## src/rtl/ecc_enc_stream.sv

```systemverilog
// Streaming extended-Hamming (SECDED) encoder with one-shot error injection.
// Latency: LATENCY cycles (1 = output register, 2 = input + output register).
// Backpressure: each stage ready when empty or downstream ready; full throughput, no bubbles.
module ecc_enc_stream #(
    parameter int K       = 8,
    parameter int LATENCY = 1,
    parameter bit P0_LSB  = 1'b1,
    localparam int M0     = $clog2(K + 1),
    localparam int M      = ((1 << M0) >= (M0 + K + 1)) ? M0 : M0 + 1,
    localparam int N      = M + K
) (
    input  logic         clk_i,
    input  logic         rst_ni,
    input  logic         in_valid_i,
    output logic         in_ready_o,
    input  logic [K-1:0] d_i,
    output logic         out_valid_o,
    input  logic         out_ready_i,
    output logic [N:0]   q_o,
    output logic         out_inj_o,
    input  logic         inj_req_i,
    input  logic [N:0]   inj_mask_i,
    output logic         inj_pending_o
);

    logic         src_vld;
    logic [K-1:0] src_dat;
    logic         stage_rdy;
    logic         out_rdy;
    logic         load;
    logic [N:0]   cw;
    logic [N:0]   enc;
    logic [N:0]   inj_mask;

    assign out_rdy    = !out_valid_o || out_ready_i;
    assign in_ready_o = rst_ni && stage_rdy;
    assign load       = src_vld && out_rdy;

    generate
        if (LATENCY == 2) begin : g_in_reg
            logic         s1_vld;
            logic [K-1:0] s1_dat;

            assign stage_rdy = !s1_vld || out_rdy;
            assign src_vld   = s1_vld;
            assign src_dat   = s1_dat;

            always_ff @(posedge clk_i or negedge rst_ni) begin
                if (!rst_ni) begin
                    s1_vld <= 1'b0;
                    s1_dat <= '0;
                end else if (stage_rdy) begin
                    s1_vld <= in_valid_i;
                    if (in_valid_i) begin
                        s1_dat <= d_i;
                    end
                end
            end
        end else begin : g_no_in_reg
            assign stage_rdy = out_rdy;
            assign src_vld   = in_valid_i;
            assign src_dat   = d_i;
        end
    endgenerate

    // Data fills non-power-of-two positions; parity at 2^i covers positions with bit i set.
    always_comb begin
        int  j;
        logic par;
        cw  = '0;
        j   = 0;
        par = 1'b0;
        for (int p = 1; p <= N; p++) begin
            if ((p & (p - 1)) != 0) begin
                cw[p] = src_dat[j];
                j++;
            end
        end
        for (int i = 0; i < M; i++) begin
            par = 1'b0;
            for (int p = 1; p <= N; p++) begin
                if (p[i]) begin
                    par ^= cw[p];
                end
            end
            cw[1 << i] = par;
        end
        cw[0] = ^cw[N:1];
    end

    assign enc = P0_LSB ? cw : {cw[0], cw[N:1]};

    // The injection is consumed by the first load seen while already armed.
    always_ff @(posedge clk_i or negedge rst_ni) begin
        if (!rst_ni) begin
            out_valid_o   <= 1'b0;
            q_o           <= '0;
            out_inj_o     <= 1'b0;
            inj_pending_o <= 1'b0;
            inj_mask      <= '0;
        end else begin
            if (load) begin
                out_valid_o <= 1'b1;
                q_o         <= enc ^ (inj_pending_o ? inj_mask : '0);
                out_inj_o   <= inj_pending_o;
            end else if (out_ready_i) begin
                out_valid_o <= 1'b0;
            end

            if (load && inj_pending_o) begin
                inj_pending_o <= 1'b0;
            end else if (inj_req_i && !inj_pending_o) begin
                inj_pending_o <= 1'b1;
                inj_mask      <= inj_mask_i;
            end
        end
    end

endmodule
```

## config.mk

```make
export PLATFORM = sky130hd
export DESIGN_NAME = ecc_enc_stream
export DESIGN_NICKNAME = d
export VERILOG_FILES = /design/src/rtl/ecc_enc_stream.sv
export SDC_FILE = /design/constraint.sdc
export NUM_CORES = 1
export LEC_CHECK = 0
export CAP_MARGIN = 20
export CORE_MARGIN = 10
export CORE_UTILIZATION = 24
export CTS_CLUSTER_DIAMETER = 60
export CTS_CLUSTER_SIZE = 28
export DETAILED_ROUTE_END_ITERATION = 7
export GPL_ROUTABILITY_DRIVEN = 0
export PLACE_DENSITY = 0.59
export SLEW_MARGIN = 5
export SYNTH_ARGS = -nofsm -noshare
export SYNTH_HDL_FRONTEND = slang
export SYNTH_SLANG_ARGS = --single-unit
```

## constraint.sdc

```tcl
create_clock -name clk_i -period 2.6 [get_ports clk_i]
set_input_delay 0.26 -clock clk_i [delete_from_list [all_inputs] [get_ports clk_i]]
set_output_delay 0.26 -clock clk_i [all_outputs]
set_load 0.02 [all_outputs]
```

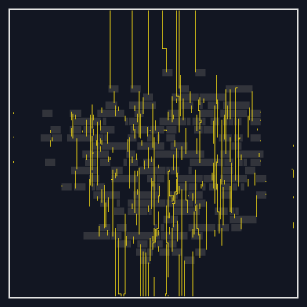
(M2 wires)
Scale: 3 px per um. Cells faint in the background.
wire length on this layer: 1490 um
longest straight run: 35.4 um
main direction: vertical
share of all routed wire: 45%
Detailed Route WL: 3290 um
Vias: 944
GR Layer Usage met2: 11.3%

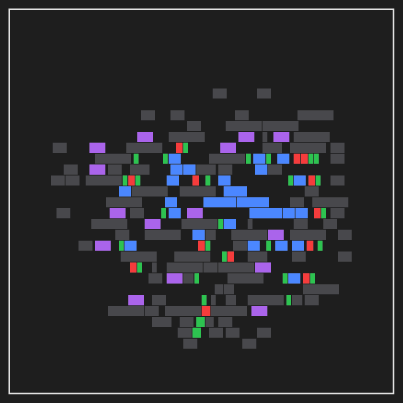
(selected gate families)
Scale: 4 px per um.
| color | family | cells | most used |
|---|---|---|---|
| purple | mux cells | 15 | mux2_2 |
| green | nand cells | 28 | nand2_1 |
| blue | xor and xnor cells | 25 | xor2_1 |
| red | aoi and oai cells | 13 | o21ai_0 |
logic share of the area: 31.7%
Finished Layout Cells: 240

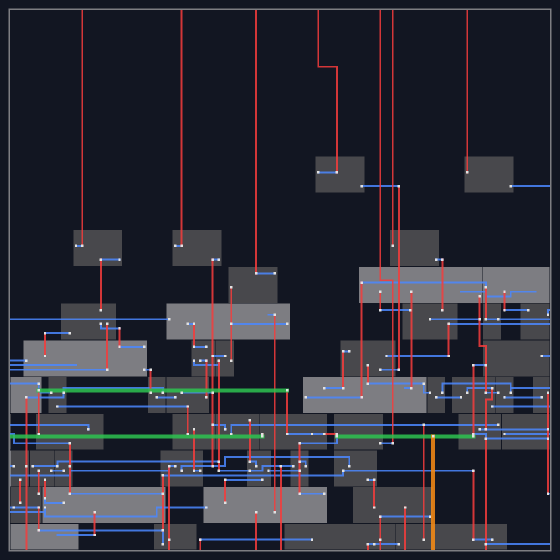
(a small window of the routed layout)
Region (28, 47) to (68, 87) um. Cells in gray, sequential cells in the stronger gray; small squares are vias.
| color | layer |
|---|---|
| blue | M1 |
| red | M2 |
| orange | M4 |
| green | M3 |
most frequent: nand2_1 (8), dfrtp_1 (8), clkdlybuf4s50_1 (8)
netlist names of flops here include: inj_mask (5), q_o (3)
cells with their middle in the window: 47
sequential cells in the window: 8

==> out/metrics.yaml <==
clock.latency.late_pin_ns: 0.28
grt_util_all_layers_pct: 7.61
drt_iter0_markers: 15
p_clk_share_pct: 21.9
placed_area_mm2: 0.00190
port_buffers: 42
cts_tree: "yes"
worstPathCellList: "clkdlybuf4s50_1 -> xnor3_1 -> xnor2_2 -> xnor3_1 -> mux2_2"
synth_cell_types: 14
slowest_delay_ns: 0.56
tap_cells: 72
cts_buffers: 5
place_hpwl_um: 2590
die_h_um: 95.7
pg_comb_w: 0.000603
synth.avg_cell_area_um2: 11.6
drive_gt1_share_pct: 15.5
io_pins: 43
ff_latch_area_um2: 726
die-area_mm2: 0.00915
powerDensity_mw_per_mm2: 809
slowest_stage: "clkdlybuf4s50_1"
whs_ns: 0.423
final_util_pct: 35.8
hp-class: "in -> async"
clkCellAreaFrac_pct: 4.04
grt_pass1_wl_um: 5180
pwr-share-seq_pct: 40.5
finalHoldViolCount: 0
simple_gate_area_share_pct: 9.20
xor_area_share_pct: 19.5
synth.logic.top_family: "XOR/XNOR gates"
outcome: "finished, final reports clean"
final_nets: 193
crit_start: "d_i[5]"
==> cell usage in the layout, fill, tap and decap left out <==
cell and count:
clkbuf_1 3, xnor3_1 3, buf_4 5, mux2_2 15
clkbuf_8 5, a31oi_1 1, xnor2_1 9, nand2_1 26
xnor2_2 1, clkdlybuf4s50_1 42, and2_1 1, dfrtp_1 29
nor2b_1 1, xor2_1 12, nand2b_1 2, o21ai_0 12
nor2_1 1
==> path summary, 6_finish.rpt <==
check / endpoint / cells past startpoint / slack, ns
setup / recovery: q_o[0]$_DFFE_PN0P_ / 5 / 0.63
hold / removal: q_o[9]$_DFFE_PN0P_ / 2 / 0.42
setup reg to reg: q_o[0]$_DFFE_PN0P_ / 5 / 1.03
hold reg to reg: q_o[8]$_DFFE_PN0P_ / 2 / 0.47
max in group asynchronous: q_o[11]$_DFFE_PN0P_ / 2 / 1.91
min in group clk_i: q_o[8]$_DFFE_PN0P_ / 2 / 0.47
==> Yosys cell counts <==
library cell   n
a31oi_1        1
and2_1         1
clkbuf_1       5
dfrtp_1       29
mux2_2        15
nand2_1       26
nand2b_1       2
nor2_1         1
nor2b_1        1
o21ai_0       12
xnor2_1        9
xnor2_2        1
xnor3_1        3
xor2_1        12
==> flip-flops by register name (all words and copies together), names as in the netlist <==
signal and count:
inj_mask 13, out_inj_o 1, inj_pending_o 1, out_valid_o 1
q_o 13
==> worst register-to-register path, delay by kind of cell (launching register included) <==
kind | cells | cell delay [ns]
flip-flops | 1 | 0.49
AND/OR/NAND/NOR | 1 | 0.08
XOR/XNOR | 2 | 0.38
multiplexers | 1 | 0.26
buffers and inverters | 1 | 0.24
==> layer usage <==
layer	vias up	GRT usage, %	wire, um
li1	485	-	-
met1	425	8.88	1430
met2	29	11.3	1490
met3	5	4.63	318
met4	0	2.58	44
met5	-	0	0
Power figures rest on the tool's default switching activity, not on a simulated workload.
